**config.mk**
```make
export PLATFORM = sky130hd
export DESIGN_NAME = mem_arb_n
export DESIGN_NICKNAME = d
export VERILOG_FILES = /design/src/rtl/mem_arb_n.sv
export SDC_FILE = /design/constraint.sdc
export NUM_CORES = 1
export LEC_CHECK = 0
export CAP_MARGIN = 20
export CORE_UTILIZATION = 41
export DETAILED_ROUTE_END_ITERATION = 16
export PLACE_DENSITY_LB_ADDON = 0.08
export SLEW_MARGIN = 30
export SYNTH_ARGS = -nofsm -noshare
export SYNTH_HDL_FRONTEND = slang
export SYNTH_SLANG_ARGS = --single-unit
```
**constraint.sdc**
```tcl
create_clock -name clk -period 2.55 [get_ports clk]
set_input_delay 0.6375 -clock clk [delete_from_list [all_inputs] [get_ports clk]]
set_output_delay 0.6375 -clock clk [all_outputs]
set_load 0.1 [all_outputs]
```
**src/rtl/mem_arb_n.sv**
```systemverilog
// mem_arb_n: shares one single-port memory between the IFU and the LSU.
// Ports: clk/rst, ifu_req_* / ifu_rsp_* (IFU read channel),
//   lsu_req_* / lsu_rsp_* (LSU read/write channel),
//   mem_* (shared memory port: req/gnt handshake, rvalid response).
module mem_arb_n #(
    parameter int ADDR_W  = 32,
    parameter int DATA_W  = 32,
    parameter int RR_EN   = 1,
    parameter int TIMEOUT = 255
) (
    input  logic                clk,
    input  logic                rst,
    input  logic                ifu_req_valid,
    output logic                ifu_req_ready,
    input  logic [ADDR_W-1:0]   ifu_addr,
    output logic                ifu_rsp_valid,
    output logic [DATA_W-1:0]   ifu_rsp_rdata,
    output logic                ifu_rsp_err,
    input  logic                lsu_req_valid,
    output logic                lsu_req_ready,
    input  logic [ADDR_W-1:0]   lsu_addr,
    input  logic                lsu_wen,
    input  logic [DATA_W-1:0]   lsu_wdata,
    input  logic [DATA_W/8-1:0] lsu_wmask,
    output logic                lsu_rsp_valid,
    output logic [DATA_W-1:0]   lsu_rsp_rdata,
    output logic                lsu_rsp_err,
    output logic                mem_req,
    output logic [ADDR_W-1:0]   mem_addr,
    output logic                mem_wen,
    output logic [DATA_W-1:0]   mem_wdata,
    output logic [DATA_W/8-1:0] mem_wmask,
    input  logic                mem_gnt,
    input  logic                mem_rvalid,
    input  logic [DATA_W-1:0]   mem_rdata
);

    localparam int MASK_W = DATA_W / 8;
    // cnt can reach TIMEOUT when a grant lands on the last REQ cycle
    localparam int CNT_W  = $clog2(TIMEOUT + 1);

    localparam logic OWN_IFU = 1'b0;
    localparam logic OWN_LSU = 1'b1;

    typedef enum logic [1:0] {
        S_IDLE,
        S_REQ,
        S_WAIT,
        S_RESP
    } state_t;

    state_t             r_state;
    logic               r_owner;
    logic               r_last_owner;
    logic [CNT_W-1:0]   r_cnt;
    logic               r_mem_req;
    logic [ADDR_W-1:0]  r_mem_addr;
    logic               r_mem_wen;
    logic [DATA_W-1:0]  r_mem_wdata;
    logic [MASK_W-1:0]  r_mem_wmask;
    logic               r_ifu_rsp_valid;
    logic [DATA_W-1:0]  r_ifu_rsp_rdata;
    logic               r_ifu_rsp_err;
    logic               r_lsu_rsp_valid;
    logic [DATA_W-1:0]  r_lsu_rsp_rdata;
    logic               r_lsu_rsp_err;

    logic               w_idle;
    logic               w_gnt_ifu;
    logic               w_gnt_lsu;
    logic               w_timeout;
    logic               w_fin;
    logic               w_fin_err;
    logic [DATA_W-1:0]  w_fin_data;

    assign w_idle    = (r_state == S_IDLE);
    assign w_timeout = (r_cnt >= CNT_W'(TIMEOUT - 1));

    // On conflict the round-robin pick is whoever did not own the last
    // transaction; with RR disabled the LSU always wins.
    always_comb begin
        w_gnt_ifu = 1'b0;
        w_gnt_lsu = 1'b0;
        if (w_idle) begin
            if (ifu_req_valid && lsu_req_valid) begin
                if ((RR_EN != 0) && (r_last_owner == OWN_LSU)) begin
                    w_gnt_ifu = 1'b1;
                end else begin
                    w_gnt_lsu = 1'b1;
                end
            end else begin
                w_gnt_ifu = ifu_req_valid;
                w_gnt_lsu = lsu_req_valid;
            end
        end
    end

    // Transaction completion: a real response in WAIT, otherwise an
    // expired counter in REQ (no grant) or WAIT (no rvalid).
    always_comb begin
        w_fin      = 1'b0;
        w_fin_err  = 1'b1;
        w_fin_data = '0;
        if (r_state == S_WAIT && mem_rvalid) begin
            w_fin      = 1'b1;
            w_fin_err  = 1'b0;
            w_fin_data = r_mem_wen ? '0 : mem_rdata;
        end else if (r_state == S_WAIT && w_timeout) begin
            w_fin = 1'b1;
        end else if (r_state == S_REQ && !mem_gnt && w_timeout) begin
            w_fin = 1'b1;
        end
    end

    always_ff @(posedge clk) begin
        if (rst) begin
            r_state         <= S_IDLE;
            r_owner         <= OWN_IFU;
            r_last_owner    <= OWN_IFU;
            r_cnt           <= '0;
            r_mem_req       <= 1'b0;
            r_mem_addr      <= '0;
            r_mem_wen       <= 1'b0;
            r_mem_wdata     <= '0;
            r_mem_wmask     <= '0;
            r_ifu_rsp_valid <= 1'b0;
            r_ifu_rsp_rdata <= '0;
            r_ifu_rsp_err   <= 1'b0;
            r_lsu_rsp_valid <= 1'b0;
            r_lsu_rsp_rdata <= '0;
            r_lsu_rsp_err   <= 1'b0;
        end else begin
            r_ifu_rsp_valid <= 1'b0;
            r_lsu_rsp_valid <= 1'b0;

            unique case (r_state)
                S_IDLE: begin
                    if (w_gnt_lsu) begin
                        r_mem_addr   <= lsu_addr;
                        r_mem_wen    <= lsu_wen;
                        r_mem_wdata  <= lsu_wdata;
                        r_mem_wmask  <= lsu_wmask;
                        r_owner      <= OWN_LSU;
                        r_last_owner <= OWN_LSU;
                        r_cnt        <= '0;
                        r_mem_req    <= 1'b1;
                        r_state      <= S_REQ;
                    end else if (w_gnt_ifu) begin
                        r_mem_addr   <= ifu_addr;
                        r_mem_wen    <= 1'b0;
                        r_mem_wdata  <= '0;
                        r_mem_wmask  <= '0;
                        r_owner      <= OWN_IFU;
                        r_last_owner <= OWN_IFU;
                        r_cnt        <= '0;
                        r_mem_req    <= 1'b1;
                        r_state      <= S_REQ;
                    end
                end
                S_REQ: begin
                    if (mem_gnt) begin
                        r_mem_req <= 1'b0;
                        r_cnt     <= r_cnt + 1'b1;
                        r_state   <= S_WAIT;
                    end else if (w_fin) begin
                        r_mem_req <= 1'b0;
                        r_state   <= S_RESP;
                    end else begin
                        r_cnt <= r_cnt + 1'b1;
                    end
                end
                S_WAIT: begin
                    if (w_fin) begin
                        r_state <= S_RESP;
                    end else begin
                        r_cnt <= r_cnt + 1'b1;
                    end
                end
                S_RESP: begin
                    r_state <= S_IDLE;
                end
                default: begin
                    r_state <= S_IDLE;
                end
            endcase

            if (w_fin) begin
                if (r_owner == OWN_LSU) begin
                    r_lsu_rsp_valid <= 1'b1;
                    r_lsu_rsp_rdata <= w_fin_data;
                    r_lsu_rsp_err   <= w_fin_err;
                end else begin
                    r_ifu_rsp_valid <= 1'b1;
                    r_ifu_rsp_rdata <= w_fin_data;
                    r_ifu_rsp_err   <= w_fin_err;
                end
            end
        end
    end

    assign ifu_req_ready = w_gnt_ifu;
    assign lsu_req_ready = w_gnt_lsu;
    assign ifu_rsp_valid = r_ifu_rsp_valid;
    assign ifu_rsp_rdata = r_ifu_rsp_rdata;
    assign ifu_rsp_err   = r_ifu_rsp_err;
    assign lsu_rsp_valid = r_lsu_rsp_valid;
    assign lsu_rsp_rdata = r_lsu_rsp_rdata;
    assign lsu_rsp_err   = r_lsu_rsp_err;
    assign mem_req       = r_mem_req;
    assign mem_addr      = r_mem_addr;
    assign mem_wen       = r_mem_wen;
    assign mem_wdata     = r_mem_wdata;
    assign mem_wmask     = r_mem_wmask;

endmodule

```
==> PnR_summary.wiki, run 1 <==
== Flow metrics ==
{| class="wikitable"
! Metric !! Value
|-
| Status || finished clean
|-
| Number of design-rule violations left by the first detailed-router iteration || 359
|-
| Clock tree buffer depth || 2
|-
| Die Footprint || 15,200 um2
|-
| Top-level I/O count || 279
|-
| Main synth FF type || dfxtp_1
|-
| Top delay family on crit path || flip-flops
|-
| FF-to-FF End || lsu_rsp_rdata[10]
|-
| Kind of start point of the critical path || flip-flop
|-
| Pin count of the biggest net entering global routing || 65
|-
| Hold crit path type || flip-flop to flip-flop
|-
| Slew Limit Headroom || 57.6%
|-
| Req. time, crit path || 1910 ps
|-
| Post-detailed-route count of antenna-violating nets || 0
|-
| Most common cell in the synthesized netlist || dfxtp_1
|-
| Top cell excl fill/tap || dfxtp_1
|-
| Max-Cap Viols || 0
|-
| Crit path buffers/inverters || 2
|-
| Number of fill cells in the layout || 1,161
|-
| Number of cells on the worst hold path || 2
|-
| Number of placed instances, taps included || 1,085
|-
| Maximum cell stage delay along the critical path || 350 ps
|-
| CP cell instances || inv_1, ha_2, nand2_1, a21oi_4, buf_12
|-
| Number of gates given a new drive strength after cts || 1
|-
| Total routing resource utilization after global routing || 22.2%
|-
| H-Tree Depth || 4
|-
| Root Buffer || clkbuf_16
|-
| Number of standard cells after synthesis || 669
|-
| Number of setup violations in the final report || 0
|-
| Avg Inst Size Synth || 8.99 um2
|-
| Wire length of the first global-routing pass || 26,200 um
|-
| Wire length reported by the detailed router || 17,100 um
|-
| Quantity of hold-fixing buffers added after cts || 0
|-
| Highest-count cells in the layout ignoring fill and taps || dfxtp_1, buf_4, clkdlybuf4s50_1
|-
| Cell area after technology mapping || 6010 um2
|-
| Number of warning messages in the logs || 30
|}
-- run 1: state kept, by name, indices dropped and copies added (netlist names) --
register       cells
lsu_rsp_valid      1
ifu_rsp_valid      1
lsu_rsp_err        1
ifu_rsp_err        1
lsu_rsp_rdata     32
r_last_owner       1
r_state            2
mem_req            1
ifu_rsp_rdata     32
mem_addr          32
mem_wen            1
r_cnt              8
mem_wdata         32
mem_wmask          4
-- run 1: cells by family after synthesis --
| family | count (synthesis) | share of synthesized area [%] |
|---|---|---|
| flops | 149 | 49.6 |
| fa+ha+maj | 6 | 1.25 |
| mux | 32 | 5.33 |
| simple gates | 247 | 18.6 |
| buf+inv | 68 | 6.03 |
| compound gates | 167 | 19.2 |
-- run 1: where the power goes --
group / total (uW) / switching (uW) / internal, uW
Clock: 2430 / 1060 / 1370
Sequential: 2510 / 66.8 / 2440
Combinational: 1710 / 1180 / 532
-- run 1: tightest hold or removal path: cells and delay by family, from the launching register on --
| kind | cells | cell delay, ps |
|---|---|---|
| flip-flops | 1 | 310 |
| AND/OR/NAND/NOR | 1 | 50 |
| AND-OR/OR-AND | 1 | 50 |
-- run 1: cell type report --
cell class	count	share of cell area, %
sequential	149	32.4
multi-input combinational	452	29.3
inverter	10	0.435
timing repair buffer	296	29.2
clock inverter	15	1.62
tap	180	2.45
clock buffer	17	4.62
-- run 1: stage by stage --
step,cell area [um2],power (uW)
2_1_floorplan,6020,3730
3_3_place_gp,8610,4240
3_5_place_dp,8620,4260
4_1_cts,9190,6690
5_1_grt,9210,6890
6_report,9210,6640
-- run 1: routing by layer --
layer / global-route usage [%] / wire length [um]
met5: 0 / 0
met4: 8.58 / 354
met3: 6.32 / 1200
met2: 38.4 / 8390
met1: 25.8 / 7110
Fig. 1: run 1, supply network
The bar under the picture is 20 um long. Pins as bars on the die edge. Tap cells in gray.
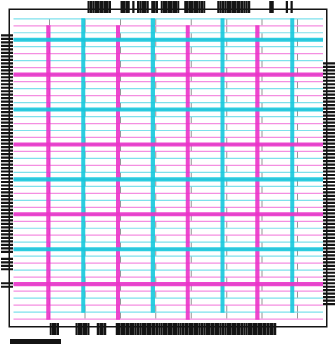
| color | net |
|---|---|
| magenta | VSS |
| cyan | VDD |
signal pins: 279
rows: 43
tap cells: 180
met5 straps: 8
worst IR drop on VDD: 0.471 mV
horizontal die dimension: 123 um
Core Area: 14,100 um2
Chip Height: 123 um

Fig. 2: run 1, cells colored by class
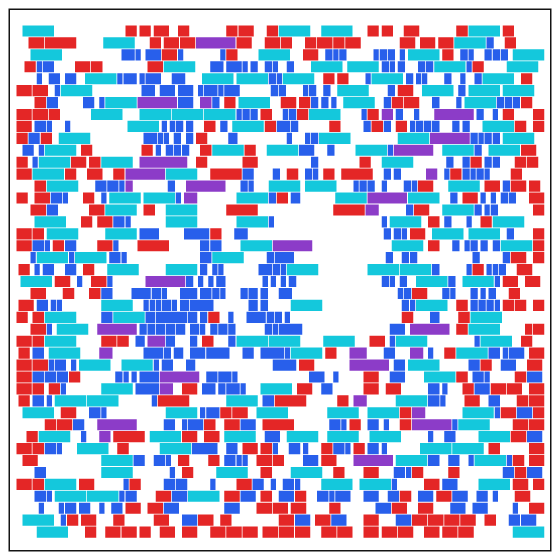
| color | class | cells |
|---|---|---|
| blue | remaining logic cells | 462 |
| purple | clock drivers and dummy loads | 32 |
| red | remaining buffers and delay cells | 296 |
| cyan | registers | 149 |
share of the final layout cell area in sequential cells: 32.4%
final standard cell utilization of the core: 65.3%

Fig. 3: run 1, clock wires, drivers and flops
The bar under the picture is 20 um long.
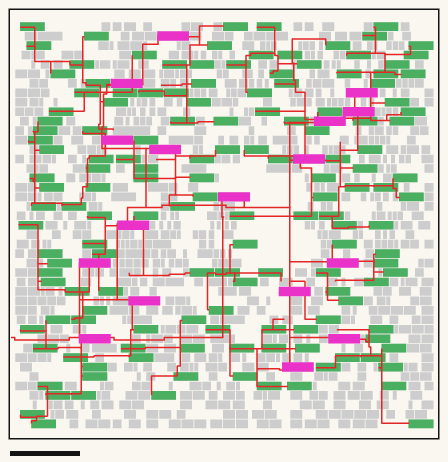
[red] clock wires | length: 1,810 um
[magenta] clock-net drivers | count: 17
[green] flip-flops | count: 149
flops lie: widely spread
relative contribution of the clock network to total power: 36.5%
clock tree skew after final layout: 7.64 ps
clock network latency to the later pin of the worst-skew pair: 420 ps
power in the clock group: 2430 uW

Fig. 4: run 1, routed metal, one color a layer
The bar under the picture is 20 um long. Only two layers are drawn.
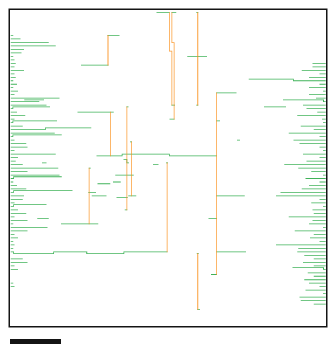

==> run 1 -> run 2 <==
--- a/config.mk
+++ b/config.mk
@@ -6,7 +6,10 @@
 export NUM_CORES = 1
 export LEC_CHECK = 0
 export CAP_MARGIN = 20
-export CORE_UTILIZATION = 41
+export CELL_PAD_IN_SITES_DETAIL_PLACEMENT = 1
+export CELL_PAD_IN_SITES_GLOBAL_PLACEMENT = 2
+export CORE_ASPECT_RATIO = 1.1
+export CORE_UTILIZATION = 23
 export DETAILED_ROUTE_END_ITERATION = 16
 export PLACE_DENSITY_LB_ADDON = 0.08
 export SLEW_MARGIN = 30
Fig. 5: run 2, routed metal, one color a layer
The bar under the picture is 50 um long. Only two layers are drawn.
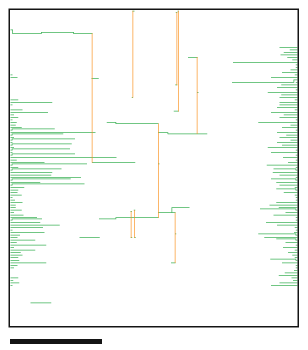
| color | layer | wire length |
|---|---|---|
| green | M3 | 1,880 um |
| orange | M4 | 360 um |
wire length reported by the detailed router: 21,200 um
Vias: 5,817
wire per inst: 16.5 um

Fig. 6: run 2, clock wires, drivers and flops
The bar under the picture is 50 um long.
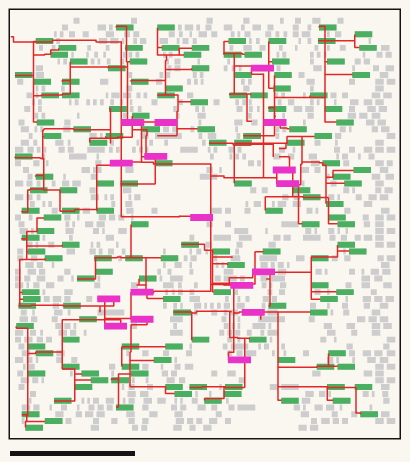
[magenta] clock-net drivers | count: 17
[green] flip-flops | count: 149
[red] clock wires | length: 2,340 um
routed clock nets: 18
flops lie: widely spread
power in the clock group: 2630 uW
clock tree skew after final layout: 13.5 ps

==> run 2 against run 1 <==
Net effect:
- routed wire length rose by 24%
- synthesized cell count stayed put
- design area is 2.9% higher
- final cell count is 15% higher
- sequential share of layout area decreased by 0.90 points
- maximum frequency is 0.19% higher
- synthesized area unchanged
- clock-buffer cell count up 1
- core utilization shrank 28 points
- total power grew 3.3%
- sequential power about the same
- non-clock buffer count up 4
- largest power group is now the clock network
- highest routed layer unchanged
==> PnR_summary.wiki, run 2 <==
== Flow metrics ==
{| class="wikitable"
! Metric !! Value
|-
| Number of warning messages in the logs || 30 (unchanged)
|-
| DRT Pass-1 Iters || 4 (was 7)
|-
| Count of library flops with an enable pin || 0 (unchanged)
|-
| Vias in the first global route || 6,147 (was 5,331)
|-
| Max-Cap Viols || 0 (unchanged)
|-
| Top delay family on crit path || flip-flops (unchanged)
|-
| Die Footprint || 26,800 um2 (was 15,200 um2)
|-
| Status || finished clean (unchanged)
|-
| Crit end category || output port (unchanged)
|-
| Wire length of the first global-routing pass || 32,300 um (was 26,200 um)
|-
| Most common cell in the synthesized netlist || dfxtp_1 (unchanged)
|-
| Crit path buffers/inverters || 2 (unchanged)
|-
| Final Max-Slew Violation Tally || 0 (unchanged)
|-
| Antenna violations before repair || 0 (unchanged)
|-
| Number of standard cells after synthesis || 669 (unchanged)
|-
| Cell taking the most area after synthesis || dfxtp_1 (unchanged)
|-
| CP cell instances || inv_1, ha_2, nand2_1, a21oi_4, buf_12 (unchanged)
|-
| Final total negative setup slack || 0 ps (unchanged)
|-
| Kind of start point of the critical path || flip-flop (unchanged)
|-
| Slew at the pin closest to its max-slew limit || 526 ps (was 636 ps)
|-
| Registers, synthesis || 149 (unchanged)
|-
| Avg Vias per Cell || 4.52 (was 5.12)
|-
| Total power draw || 6860 uW (was 6640 uW)
|-
| Hold Startpoint || ifu_rsp_rdata[11] (was ifu_rsp_rdata[8])
|-
| Req. time, crit path || 1910 ps (about the same)
|-
| Total routing resource utilization after global routing || 15.5% (was 22.2%)
|-
| Cell area after technology mapping || 6010 um2 (unchanged)
|-
| Minimum clock period || 2390 ps (was 2400 ps)
|-
| Async set-or-reset flop fraction in the synthesized netlist || 0% (unchanged)
|-
| Critical Path Sink || lsu_req_ready (unchanged)
|-
| Synth warnings || 0 (unchanged)
|-
| Highest-count cells in the layout ignoring fill and taps || buf_4, dfxtp_1, clkdlybuf4s50_1 (was dfxtp_1, buf_4, clkdlybuf4s50_1)
|-
| Total length of routed met3 wires || 1880 um (was 1200 um)
|-
| Met2 Wirelength || 9850 um (was 8390 um)
|-
| H-Tree Depth || 4 (unchanged)
|-
| Avg Inst Size Synth || 8.99 um2 (unchanged)
|-
| Area figure in the yosys stat output || 6010 um2 (unchanged)
|-
| Worst slack at placement || 69.4 ps (was -5.19 ps)
|-
| Number of cells on the worst hold path || 2 (unchanged)
|-
| Hold Crit Endpoint || ifu_rsp_rdata[11] (was ifu_rsp_rdata[8])
|-
| Maximum cell stage delay along the critical path || 360 ps (was 350 ps)
|-
| Number of design-rule violations left by the first detailed-router iteration || 214 (was 359)
|-
| Cell row count || 61 (was 43)
|-
| Count of input and output buffers || 278 (unchanged)
|-
| Met1 Wirelength || 9110 um (was 7110 um)
|-
| Worst reg2reg startpoint || r_cnt[0] (unchanged)
|-
| Flop2flop setup slack || 450 ps (was 440 ps)
|-
| Crit path kind || flip-flop to output port (unchanged)
|-
| FF-to-FF End || r_cnt[3] (was lsu_rsp_rdata[10])
|-
| Number of remaining DRC errors || 0 (unchanged)
|-
| Top-level I/O count || 279 (unchanged)
|-
| Final #Nets || 1,075 (was 1,071)
|-
| Root Buffer || clkbuf_16 (unchanged)
|-
| Clock tree buffer depth || 2 (unchanged)
|-
| Count of cell instances traversed by the critical path || 5 (unchanged)
|-
| Aggregate global routing overflow || 0 (unchanged)
|-
| TritonCTS clock tree || done (unchanged)
|-
| Crit path max fanout || 11 (unchanged)
|-
| Slew Limit Headroom || 64.9% (was 57.6%)
|-
| Main synth FF type || dfxtp_1 (unchanged)
|-
| Main area contributors || dfxtp_1, mux2i_1, nand3_1 (unchanged)
|-
| Maximum clock frequency || 0.418 GHz (was 0.417 GHz)
|-
| Hold crit path type || flip-flop to flip-flop (unchanged)
|-
| Post-layout period usage of the worst path || 93.9% (was 94.1%)
|-
| Pin count of the biggest net entering global routing || 65 (unchanged)
|-
| Uppermost metal layer occupied by signal nets || met4 (unchanged)
|-
| Antenna cell count || 0 (unchanged)
|-
| Top cells by instance count after synthesis || dfxtp_1, nor2_1, nand2_1 (unchanged)
|-
| Final weighted congestion in routability-driven placement || 0.767 (was 0.840)
|-
| Number of setup violations in the final report || 0 (unchanged)
|-
| Number of fill cells in the layout || 2,972 (was 1,161)
|-
| Cell type of the slowest stage on the worst timing path || dfxtp_1 (unchanged)
|-
| Share of layout cells above drive strength 1 || 23.7% (was 23.5%)
|-
| Power density over the cells || 724 nW/um2 (was 722 nW/um2)
|-
| Sequential cell area fraction in the yosys report || 49.6% (unchanged)
|-
| Distinct lib cells || 47 (unchanged)
|-
| Post-detailed-route count of antenna-violating nets || 0 (unchanged)
|-
| Minimum setup slack in the final design || 156 ps (was 151 ps)
|-
| Clock network latency to the later pin of the worst-skew pair || 420 ps (about the same)
|-
| Top cell excl fill/tap || buf_4 (was dfxtp_1)
|-
| Inserted Clock Buffers || 17 (unchanged)
|}
Fig. 7: run 2, supply network
The bar under the picture is 50 um long. Pins as bars on the die edge. Tap cells in gray.
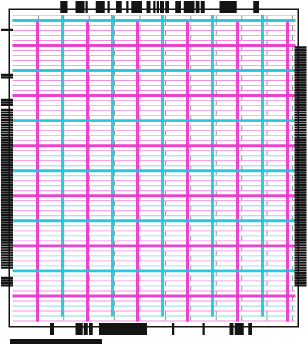
| color | net |
|---|---|
| magenta | VSS |
| cyan | VDD |
met5 straps: 12
met1 rails: 62
horizontal die dimension: 156 um
Core Area: 25,500 um2
Chip Height: 172 um
worst IR drop on VDD: 0.375 mV

-- run 2: cell counts after synthesis --
Identical to the previous run, type by type.
-- run 2: timing repair --
| action | CTS | global route |
|---|---|---|
| resized | 1 | 0 |
| setup endpoints to repair | 1 | 0 |
| endpoints found under the hold margin | 0 | 0 |
| setup buffers | 0 | 0 |
| hold buffers | 0 | 0 |
-- run 2: power by group --
| group | switching [uW] | internal, uW | total, uW |
|---|---|---|---|
| Combinational | 1200 | 530 | 1730 |
| Sequential | 66.6 | 2440 | 2510 |
| Clock | 1080 | 1550 | 2630 |
| Total | 2340 | 4520 | 6860 |
-- run 2: cells by family after synthesis --
family / count (synthesis) / share of synthesized area [%]
AOI/OAI and AO/OA: 167 / 19.2
DFF: 149 / 49.6
and+or+nand+nor: 247 / 18.6
muxes: 32 / 5.33
adders and majority gates: 6 / 1.25
buffers and inverters: 68 / 6.03
-- run 2: area by class of cell --
type                    count  area [um2]  area share (%)
clock buffers              18         429            4.53
clock inverters            13         173            1.82
inverters                  10        37.5           0.396
multi-input cells         452        2700            28.5
flip-flops and latches    149        2980            31.5
well taps                 346         433            4.57
repair buffers            300        2720            28.7
-- run 2: layer usage --
layer / track usage [%] / vias to the layer above
met2: 26.0 / 196
met4: 5.37 / 0
met3: 6.07 / 23
met1: 17.9 / 2713
met5: 0 / -
li1: - / 2885
-- run 2: stage by stage --
step	std cells	hold WS, ps	util, %	cell area [um2]
floorplan	669	471	-	6020
CTS	1288	459	37.2	9470
global route	1288	475	37.2	9470
global placement	1257	439	34.8	8870
detailed placement	1257	450	34.8	8870
finish	1288	454	37.2	9470
-- run 2: worst reg2reg max path: cells and delay by family, from the launching register on --
kind / cells / cell delay, ps
flops: 1 / 430
buf+inv: 1 / 90
fa+ha+maj: 1 / 230
compound gates: 3 / 1030
simple gates: 2 / 180
Fig. 8: run 2, clock routing
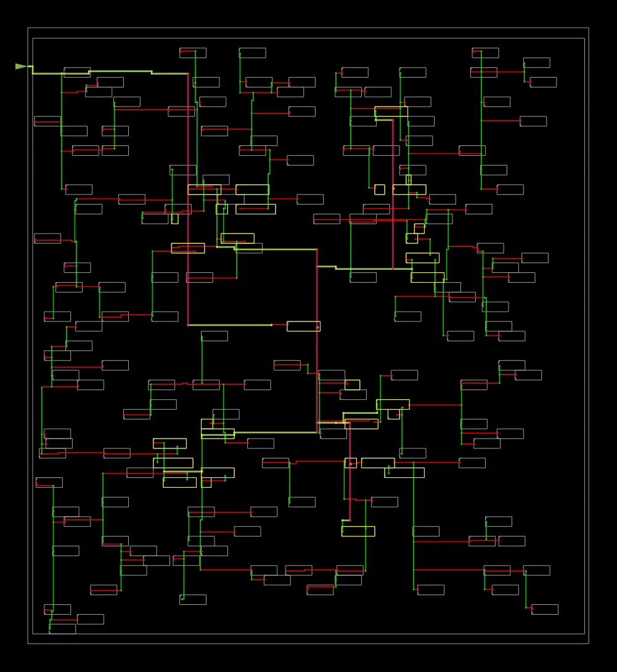

==> run 2 -> run 3 <==
--- a/config.mk
+++ b/config.mk
@@ -10,6 +10,7 @@
 export CELL_PAD_IN_SITES_GLOBAL_PLACEMENT = 2
 export CORE_ASPECT_RATIO = 1.1
 export CORE_UTILIZATION = 23
+export CTS_BUF_LIST = sky130_fd_sc_hd__clkbuf_16
 export DETAILED_ROUTE_END_ITERATION = 16
 export PLACE_DENSITY_LB_ADDON = 0.08
 export SLEW_MARGIN = 30
Fig. 9: run 3, clock routing
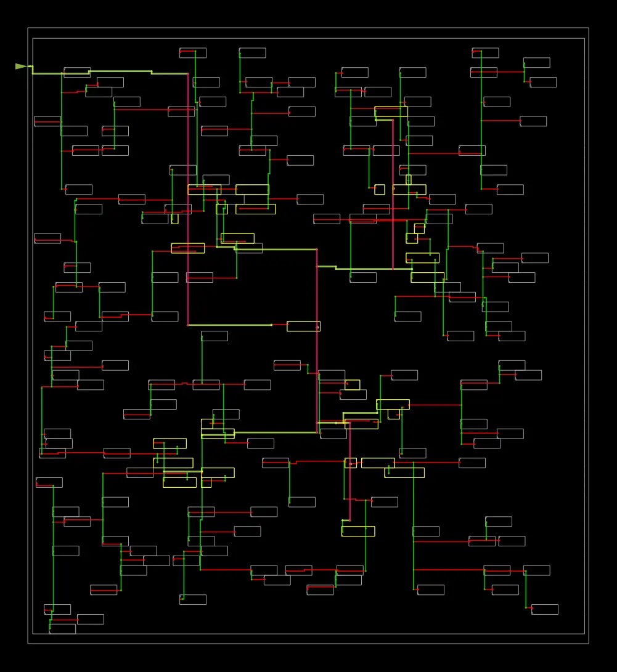
number of sequential storage elements: 149
CLK BUF: 17
Inserted Clock Buffers: 17

Fig. 10: run 3, cells colored by class
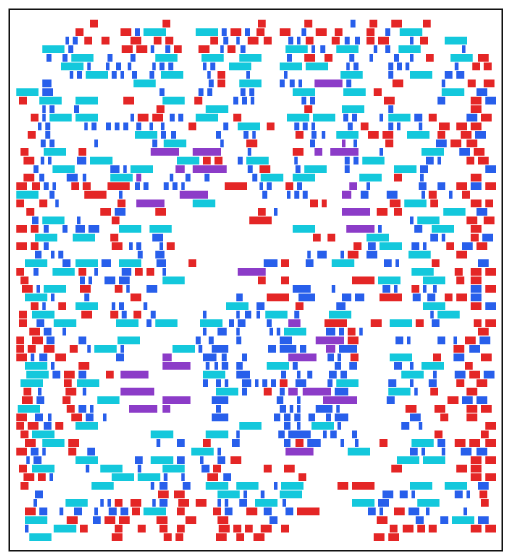
| color | class | cells |
|---|---|---|
| cyan | registers | 149 |
| blue | remaining logic cells | 462 |
| purple | clock drivers and dummy loads | 31 |
| red | remaining buffers and delay cells | 300 |
final standard cell utilization of the core: 37.2%
share of the final layout cell area in sequential cells: 31.5%
design area: 9470 um2

==> run 3 against run 2 <==
Net effect:
- clock power barely moved
- sequential power about the same
- register-to-register slack barely moved
- setup slack is the same
- sequential share of layout area is the same
- sequential cell count unchanged
- final cell count did not move
- non-clock buffer count did not move
- clock-buffer cell count fell by 1
- synthesized area unchanged
- largest power group unchanged
==> PnR_summary.wiki, run 3 <==
== Flow metrics ==
{| class="wikitable"
! Metric !! Value
|-
| Fraction of met2 tracks used by global routing || 26.0% (unchanged)
|-
| Most common cell in the synthesized netlist || dfxtp_1 (unchanged)
|-
| Number of placed instances, taps included || 1,257 (unchanged)
|-
| Slew Limit Headroom || 64.9% (unchanged)
|-
| Aggregate global routing overflow || 0 (unchanged)
|-
| GRT met1 Usage || 17.9% (unchanged)
|-
| Die Footprint || 26,800 um2 (unchanged)
|-
| Number of setup violations in the final report || 0 (unchanged)
|-
| Status || finished clean (unchanged)
|-
| Final total negative setup slack || 0 ps (unchanged)
|-
| Clock tree buffer depth || 2 (unchanged)
|-
| Max-Cap Viols || 0 (unchanged)
|-
| Antenna violations before repair || 0 (unchanged)
|-
| Highest-count cells in the layout ignoring fill and taps || buf_4, dfxtp_1, clkdlybuf4s50_1 (unchanged)
|-
| Sequential cell area fraction in the yosys report || 49.6% (unchanged)
|-
| Number of standard cells after synthesis || 669 (unchanged)
|-
| Switching power summed over all nets || 2340 uW (about the same)
|-
| Chip Height || 172 um (unchanged)
|-
| Wire length of the first global-routing pass || 32,300 um (unchanged)
|-
| Pin count of the biggest net entering global routing || 65 (unchanged)
|-
| Antenna cell count || 0 (unchanged)
|-
| Total routing resource utilization after global routing || 15.5% (unchanged)
|-
| TritonCTS clock tree || done (unchanged)
|-
| Clock network latency to the later pin of the worst-skew pair || 420 ps (about the same)
|-
| Top Usage Layer GRT || met2 (unchanged)
|-
| Worst IR drop on VDD || 0.375 mV (unchanged)
|-
| Avg Inst Size Synth || 8.99 um2 (unchanged)
|-
| Switching part of the total || 34.1% (about the same)
|-
| Wire length reported by the detailed router || 21,200 um (unchanged)
|-
| Combinational gate area || 2700 um2 (unchanged)
|-
| Minimum clock period || 2390 ps (unchanged)
|-
| Final Max-Slew Violation Tally || 0 (unchanged)
|-
| DRT Pass-1 Iters || 4 (unchanged)
|-
| Final #Nets || 1,075 (unchanged)
|-
| Share of layout cells above drive strength 1 || 23.7% (unchanged)
|-
| Req. time, crit path || 1910 ps (about the same)
|-
| Crit end category || output port (unchanged)
|-
| Root Buffer || clkbuf_16 (unchanged)
|-
| Met3 GRT Util || 6.07% (unchanged)
|-
| Top-level I/O count || 279 (unchanged)
|-
| Async set-or-reset flop fraction in the synthesized netlist || 0% (unchanged)
|-
| Number of fill cells in the layout || 2,972 (unchanged)
|-
| Top cell excl fill/tap || buf_4 (unchanged)
|-
| Seq pwr || 2510 uW (about the same)
|-
| Cell area after technology mapping || 6010 um2 (unchanged)
|-
| Internal power || 4520 uW (about the same)
|}
Fig. 11: run 3, clock wires, drivers and flops
The bar under the picture is 50 um long.
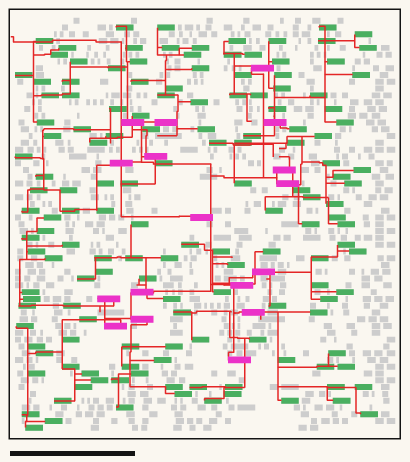
[red] clock wires | length: 2,340 um
[magenta] clock-net drivers | count: 17
[green] flip-flops | count: 149
routed clock nets: 18
flops lie: widely spread
relative contribution of the clock network to total power: 38.3%

run 3: kinds of logic after synthesis:
| kind of cell | Yosys count | synth area share (%) |
|---|---|---|
| fa+ha+maj | 6 | 1.25 |
| simple gates | 247 | 18.6 |
| compound gates | 167 | 19.2 |
| flops | 149 | 49.6 |
| buf+inv | 68 | 6.03 |
| mux | 32 | 5.33 |
run 3: worst paths after layout:
kind	start	end	depth (start not counted)
worst max register to register	r_cnt[0]	r_cnt[3]	7
worst min register to register	ifu_rsp_rdata[11]	ifu_rsp_rdata[11]	2
worst max-delay path	r_state[1]	lsu_req_ready	5
worst min-delay path	ifu_rsp_rdata[11]	ifu_rsp_rdata[11]	2
run 3: routing by layer:
metal / wire length, um / up-vias / share of wire (%)
li1: - / 2885 / -
met1: 9110 / 2713 / 43
met2: 9850 / 196 / 46
met3: 1880 / 23 / 8.8
met4: 359 / 0 / 1.7
met5: 0 / - / 0
run 3: timing repair:
action / 4_1_cts / 5_1_grt
setup endpoints to repair: 1 / 0
resized: 1 / 0
hold buffers: 0 / 0
setup buffers: 0 / 0
run 3: layout make-up:
class / instances / area share (%)
sequential: 149 / 31.5
timing repair buffer: 300 / 28.7
multi-input combinational: 452 / 28.5
tap: 346 / 4.57
clock inverter: 14 / 1.86
clock buffer: 17 / 4.49
inverter: 10 / 0.396
run 3: metrics by stage:
| step | hold WS [ps] | utilization (%) | power [uW] | cell area, um2 |
|---|---|---|---|---|
| 6_report | 454 | 37.2 | 6860 | 9470 |
| 5_1_grt | 475 | 37.2 | 7160 | 9470 |
| 4_1_cts | 459 | 37.2 | 6980 | 9470 |
| 3_5_place_dp | 450 | 34.8 | 4300 | 8870 |
| 3_3_place_gp | 439 | 34.8 | 4280 | 8870 |
| 2_1_floorplan | 471 | - | 3730 | 6020 |
Power figures rest on the tool's default switching activity, not on a simulated workload.
